Run 1, wires at chosen ports, followed through buffers:
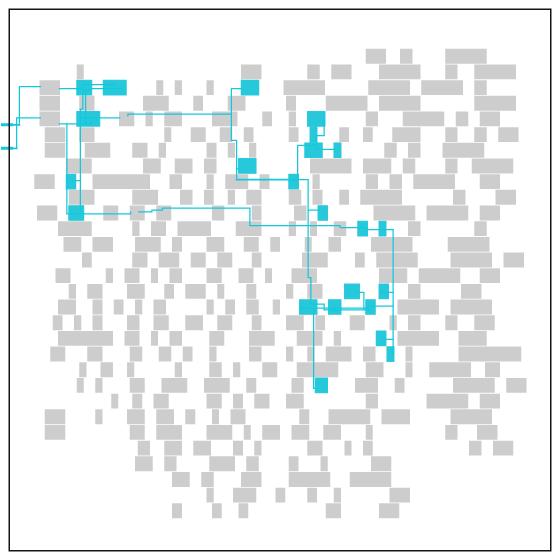
Run 1, selected gate families:
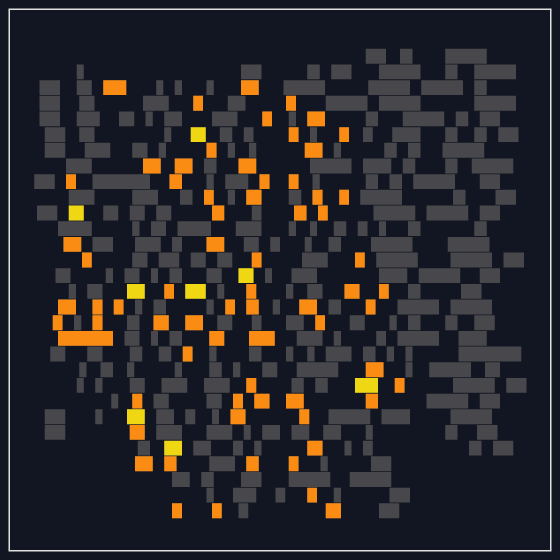
Run 1, signal wires by layer:
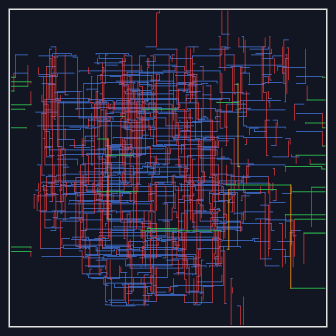
Run 1, routed clock nets over the placement:
Bar = 20 um.
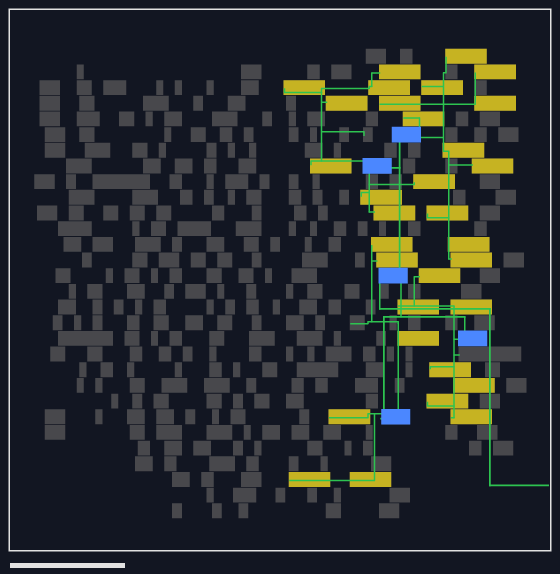
**src/rtl/addr_gen.sv**
```systemverilog
// Kyber address generator: schedule counter -> coefficient RAM read/write word addresses and twiddle-ROM index.
// Optional ADDR_GEN_WEN_EN adds a registered w_en that qualifies w_addr.
module addr_gen #(
  parameter int unsigned WR_DLY = 4
) (
  input  logic       clk,
  input  logic       rst_n,
  input  logic [1:0] mode,
  input  logic [7:0] clk_counter,
  output logic [6:0] coef_addr,
  output logic [4:0] r_addr,
  output logic [4:0] w_addr
`ifdef ADDR_GEN_WEN_EN
  ,
  output logic       w_en
`endif
);

  typedef enum logic [1:0] {
    MODE_NTT    = 2'd0,
    MODE_INVNTT = 2'd1,
    MODE_MULT   = 2'd2,
    MODE_ADDSUB = 2'd3
  } mode_t;

  mode_t      cur_mode;
  logic [2:0] layer;
  logic [4:0] slot;
  logic [2:0] eff;
  logic [2:0] pos;
  logic [4:0] half;
  logic [4:0] low_mask;
  logic [5:0] grp;
  logic [6:0] base;
  logic [4:0] r_nxt;
  logic [6:0] c_nxt;
  logic       slot_valid;

  logic [4:0] dl [WR_DLY];

  always_comb begin
    cur_mode   = mode_t'(mode);
    layer      = clk_counter[7:5];
    slot       = clk_counter[4:0];
    slot_valid = (layer != 3'd7);
    eff        = (cur_mode == MODE_NTT) ? layer : 3'd6 - layer;
    pos        = 3'd4 - eff;
    half       = {1'b0, slot[4:1]};
    low_mask   = (5'd1 << pos) - 5'd1;
    base       = 7'd1 << eff;
    grp        = '0;
    r_nxt      = '0;
    c_nxt      = '0;

    case (cur_mode)
      MODE_MULT: begin
        r_nxt = slot;
        c_nxt = 7'd64 + {1'b0, slot, 1'b0};
      end
      MODE_ADDSUB: begin
        r_nxt = slot;
      end
      default: begin
        if (slot_valid) begin
          // Slot LSB selects low/high word of the pair; it lands at bit (4-E) of the word address.
          if (eff <= 3'd4) begin
            r_nxt = ((half >> pos) << (pos + 3'd1)) | ({4'b0, slot[0]} << pos) | (half & low_mask);
            grp   = {1'b0, half >> pos};
          end else begin
            r_nxt = slot;
            grp   = (eff == 3'd5) ? {1'b0, slot} : {slot, 1'b0};
          end
          // INVNTT: (2<<6) wraps to 0 in 7 bits, giving 127-g as required.
          if (cur_mode == MODE_NTT)
            c_nxt = base + {1'b0, grp};
          else
            c_nxt = (base << 1) - 7'd1 - {1'b0, grp};
        end
      end
    endcase
  end

  always_ff @(posedge clk) begin
    if (!rst_n) begin
      r_addr    <= '0;
      coef_addr <= '0;
      for (int unsigned k = 0; k < WR_DLY; k++)
        dl[k] <= '0;
    end else begin
      r_addr    <= r_nxt;
      coef_addr <= c_nxt;
      dl[0]     <= r_addr;
      for (int unsigned k = 1; k < WR_DLY; k++)
        dl[k] <= dl[k-1];
    end
  end

  always_comb w_addr = dl[WR_DLY-1];

`ifdef ADDR_GEN_WEN_EN
  logic vld_q;
  logic vdl [WR_DLY];

  // Validity tracks r_addr one stage behind clk_counter, then follows the address delay line.
  always_ff @(posedge clk) begin
    if (!rst_n) begin
      vld_q <= 1'b0;
      for (int unsigned k = 0; k < WR_DLY; k++)
        vdl[k] <= 1'b0;
    end else begin
      vld_q  <= slot_valid;
      vdl[0] <= vld_q;
      for (int unsigned k = 1; k < WR_DLY; k++)
        vdl[k] <= vdl[k-1];
    end
  end

  always_comb w_en = vdl[WR_DLY-1];
`endif

endmodule

```
**config.mk**
```make
export PLATFORM = sky130hd
export DESIGN_NAME = addr_gen
export DESIGN_NICKNAME = d
export VERILOG_FILES = /design/src/rtl/addr_gen.sv
export SDC_FILE = /design/constraint.sdc
export NUM_CORES = 1
export LEC_CHECK = 0
export CAP_MARGIN = 20
export CELL_PAD_IN_SITES_DETAIL_PLACEMENT = 2
export CELL_PAD_IN_SITES_GLOBAL_PLACEMENT = 2
export CORE_MARGIN = 4
export CORE_UTILIZATION = 30
export DETAILED_ROUTE_END_ITERATION = 6
export GPL_ROUTABILITY_DRIVEN = 0
export MAX_ROUTING_LAYER = met4
export PLACE_DENSITY = 0.77
export SYNTH_ARGS = -nofsm -noshare
export SYNTH_HDL_FRONTEND = slang
export SYNTH_SLANG_ARGS = --single-unit
```
**constraint.sdc**
```tcl
create_clock -name clk -period 4 [get_ports clk]
set_clock_uncertainty 0.05 [all_clocks]
set_input_delay 0.6 -clock clk [delete_from_list [all_inputs] [get_ports clk]]
set_output_delay 0.6 -clock clk [all_outputs]
set_load 0.005 [all_outputs]
```
==> datasheet_impl.txt, run 1 <==
Implementation parameters

Parameter                              Value

Min path
  Instance count along the most critical hold path .................. 1

Global route
  Maximum number of pins on one net before global-route repair .................. 35

Final layout
  Logic cell area .................. 1470 um2
  Number of signal-net inverters in the final layout .................. 15
  Non-clock buffer total of the final layout .................. about 52
  Biggest cell category by area in the final layout .................. multi-input combinational cells

Setup path
  Arrival time at the worst endpoint .................. just under 4 ns
  Critical path launch point type .................. input port
  Depth of the worst register-to-register path .................. 1

Synth
  Area of the mapped netlist .................. 2200 um2
  XOR Share, Synth .................. approximately 4.8%
  Share of the yosys chip area belonging to registers .................. 29.1%

Final timing
  Number of max-slew violations in the final report .................. 0
  Hold Violations, Final .................. 0
  Final setup vio count .................. 0
  Fin crit share .................. 94.0%

Power and ir drop
  Worst voltage drop across the vdd grid .................. about 140 uV

Place
  Number of cells after detailed placement .................. 406
  Worst slack after detailed placement .................. -0.186 ns

Floorplanning
  Tap cell instance count .................. approximately 96
  Row Count .................. 30

Status
  Run status .................. finished, final reports clean
-- 'wires at chosen ports, followed through buffers' (at the start) --
port	color	direction	edge	end cells	buffers	wire
mode	cyan	input	west	23	4	326 um
Port Buf Inserts: 28
top-level I/O count: 29

-- 'selected gate families' (at the start) --
family	color	cells
AND-OR and OR-AND gates	yellow	8
inverting AOI/OAI gates	orange	69
proportion of cell area occupied by multi-input gates: 51.4%
post-layout instance count excluding filler cells: 414
most frequently placed logic cell in the final layout: sky130_fd_sc_hd__dfxtp_1

-- 'signal wires by layer' (at the start) --
layer	color	wire length
metal 1	blue	3370 um
metal 2	red	3590 um
metal 3	green	233 um
metal 4	orange	96.6 um
total number of vias: 2192
average routed wire per standard cell: 17.6 um
Global Route Usage Sum: 18.0%
Routed WL: 7.29 mm

-- 'routed clock nets over the placement' (at the start) --
[clock drivers] blue | count: 5
[flip-flops] yellow | count: 32
[clock wires] green | length: 429 um
routed clock nets	6
flops lie	a vertical strip on the right
power in the clock group: 305 uW
Clock Power Share: 30.3%

==> run 1: critical path: stages <==
cell                              delay [ns]
sky130_fd_sc_hd__clkdlybuf4s50_1        0.55
sky130_fd_sc_hd__inv_1                  0.07
sky130_fd_sc_hd__ha_1                   0.29
sky130_fd_sc_hd__o21a_1                 0.18
sky130_fd_sc_hd__nor3_4                 0.05
sky130_fd_sc_hd__ha_1                   0.23
sky130_fd_sc_hd__or3_1                  0.43
sky130_fd_sc_hd__o21ai_0                0.21
sky130_fd_sc_hd__buf_4                  0.16
sky130_fd_sc_hd__ha_1                   0.22
sky130_fd_sc_hd__a21oi_1                0.17
sky130_fd_sc_hd__a31oi_1                0.11
sky130_fd_sc_hd__a31oi_1                0.25
sky130_fd_sc_hd__xor2_1                 0.23
sky130_fd_sc_hd__o211ai_1               0.11
==> run 1: logic make-up after synthesis <==
| group | count (synthesis) |
|---|---|
| XOR/XNOR | 10 |
| adder cells (fa/ha/maj) | 18 |
| buffers and inverters | 28 |
| AND-OR/OR-AND | 77 |
| multiplexers | 4 |
| AND/OR/NAND/NOR | 102 |
| flip-flops | 32 |
==> run 1: power breakdown <==
part / leakage (nW) / switching (mW) / total [mW] / internal (mW)
logic: 0.868 / 0.197 / 0.359 / 0.162
clock network: 0.0541 / 0.121 / 0.305 / 0.184
registers: 0.262 / 0.00593 / 0.344 / 0.339
total: 1.18 / 0.324 / 1.01 / 0.685
==> run 1: per-layer routing <==
layer,vias up,track usage (%),share of wire (%)
li1,1055,-,-
met3,9,1.76,3.2
met2,44,30.6,49
met1,1084,22.8,46
met5,-,-,0
met4,0,5.05,1.3
==> run 1: timing repair <==
item | in CTS | in global routing
hold buffers | 0 | 0
gates resized | 0 | 4
endpoints found under the hold margin | 0 | 0
endpoints found under the setup margin | 0 | 2
--- run 2 (diff from run 1) ---
--- a/config.mk
+++ b/config.mk
@@ -12,6 +12,7 @@
 export CORE_UTILIZATION = 30
 export DETAILED_ROUTE_END_ITERATION = 6
 export GPL_ROUTABILITY_DRIVEN = 0
+export HOLD_SLACK_MARGIN = 0.06
 export MAX_ROUTING_LAYER = met4
 export PLACE_DENSITY = 0.77
 export SYNTH_ARGS = -nofsm -noshare
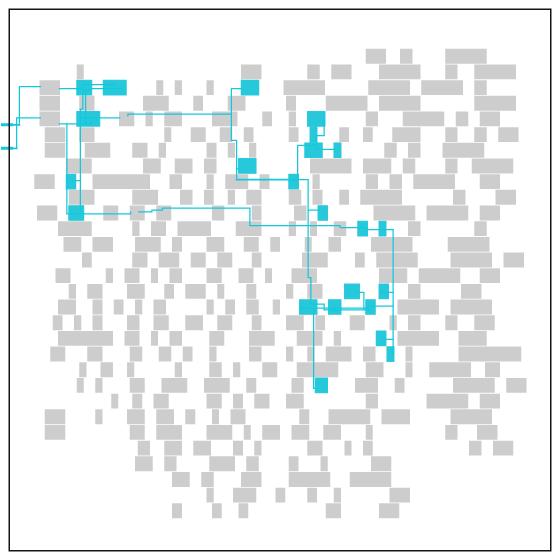
Run 2: wires at chosen ports, followed through buffers
port	color	direction	edge	end cells	buffers	wire
mode	cyan	input	west	23	4	326 um

==> run 2 against run 1 <==
First-iteration DRC count stayed put. Synthesized area did not move. Power unchanged. Sequential power about the same. Sequential share of layout area stayed put. Fmax did not move. Worst setup slack stayed put. Non-clock buffer count stayed put. Largest power group unchanged. Worst hold slack did not move. Die size stayed put. Cell area stayed put.
==> datasheet_impl.txt, run 2 <==
Implementation parameters

Parameter                              Value

Floorplanning
  Die width .................. 93.7 um
  Top-level I/O count .................. 29 (unchanged)
  Row Count .................. 30 (unchanged)
  Core Area .................. 6980 um2

Drt
  Average routed wire per standard cell .................. 17.6 um (unchanged)
  Total number of vias .................. 2192 (unchanged)
  Highest metal used .................. met4
  Post-Route M1 WL .................. 3.37 mm (unchanged)
  Routed WL .................. 7.29 mm (unchanged)
  Detail Route met3 WL .................. 233 um (unchanged)
  Wire length on met2 .................. 3.59 mm (unchanged)

Global route
  Maximum number of pins on one net before global-route repair .................. 35 (unchanged)
  Layer with the highest usage after global routing .................. met2
  GR Util met2 .................. 30.6% (unchanged)
  Met1 GRT Util .................. 22.8% (unchanged)
  Routing usage on met3 .................. 1.76% (unchanged)
  Global Route Usage Sum .................. 18.0% (unchanged)

Clocking
  Gates resized, CTS repair .................. 0 (unchanged)
  Post-CTS setup buffer count .................. 0
  Hold-fix buffer count after cts .................. 0 (unchanged)

Synth
  Share of the yosys chip area belonging to registers .................. 29.1% (unchanged)
  Top FF cell, synth .................. sky130_fd_sc_hd__dfxtp_1
  Area of the mapped netlist .................. 2200 um2 (unchanged)

Final timing
  Number of max-slew violations in the final report .................. 0 (unchanged)
  Fin crit share .................. 94.0% (unchanged)
  Hold Violations, Final .................. 0 (unchanged)
  Fmax .................. 266 MHz
  Final setup vio count .................. 0 (unchanged)

Power and ir drop
  Power in the clock group .................. 305 uW (about the same)
  Power Internal .................. 685 uW (unchanged)
  Group with the largest share of power .................. combinational cells
  Power in combinational cells .................. 359 uW (about the same)
  Switching share of total power .................. 32.1% (unchanged)
  Worst voltage drop across the vdd grid .................. 139 uV (unchanged)
  Comb power frac .................. 35.6% (about the same)
  Clock Power Share .................. 30.3% (about the same)

Status
  Run status .................. finished, final reports clean

Setup path
  Depth of the worst register-to-register path .................. 1 (unchanged)
  Arrival time at the worst endpoint .................. 3.87 ns (about the same)
  Critical path launch point type .................. input port

Place
  Port Buf Inserts .................. 28 (unchanged)
  Worst slack after detailed placement .................. -0.186 ns (unchanged)

Final layout
  Most frequently placed logic cell in the final layout .................. sky130_fd_sc_hd__dfxtp_1

Flow run
  Number of violations of the max-capacitance limit .................. 0

Min path
  Instance count along the most critical hold path .................. 1 (unchanged)
run 2: kinds of logic after synthesis:
family	count (synthesis)	share of synthesized area, %
AOI/OAI and AO/OA	77	23.6
and+or+nand+nor	102	25.1
muxes	4	1.93
adders and majority gates	18	10.6
DFF	32	29.1
xor gates and xnor gates	10	4.83
buffers and inverters	28	4.88
run 2: layout make-up:
class,count,area [um2]
flip-flops and latches,32,641
well taps,96,120
clock buffers,5,68.8
inverters,15,56.3
fillers,813,4120
repair buffers,52,460
clock inverters,3,42.5
multi-input cells,211,1470
run 2: path summary, 6_finish.rpt:
check	to	startpoint	slack (ns)
worst min-delay path	dl[2][1]	dl[1][1]	0.39
worst max register to register	dl[0][0]	r_addr[0]	3.38
worst min register to register	dl[2][1]	dl[1][1]	0.39
worst max-delay path	coef_addr[5]	clk_counter[6]	0.24
run 2: per-stage QoR:
step	instances	TNS (ns)
CTS	414	0
finish	414	0
detailed placement	406	-0.401
floorplan	271	0
global route	414	0
global placement	406	-0.0337
run 2: worst max-delay path, cell delays in order:
cell and delay, ns:
sky130_fd_sc_hd__clkdlybuf4s50_1 0.55, sky130_fd_sc_hd__inv_1 0.07, sky130_fd_sc_hd__ha_1 0.29, sky130_fd_sc_hd__o21a_1 0.18, sky130_fd_sc_hd__nor3_4 0.05, sky130_fd_sc_hd__ha_1 0.23, sky130_fd_sc_hd__or3_1 0.43, sky130_fd_sc_hd__o21ai_0 0.21
sky130_fd_sc_hd__buf_4 0.16, sky130_fd_sc_hd__ha_1 0.22, sky130_fd_sc_hd__a21oi_1 0.17, sky130_fd_sc_hd__a31oi_1 0.11, sky130_fd_sc_hd__a31oi_1 0.25, sky130_fd_sc_hd__xor2_1 0.23, sky130_fd_sc_hd__o211ai_1 0.11
Power is estimated from default activity; no workload was simulated.
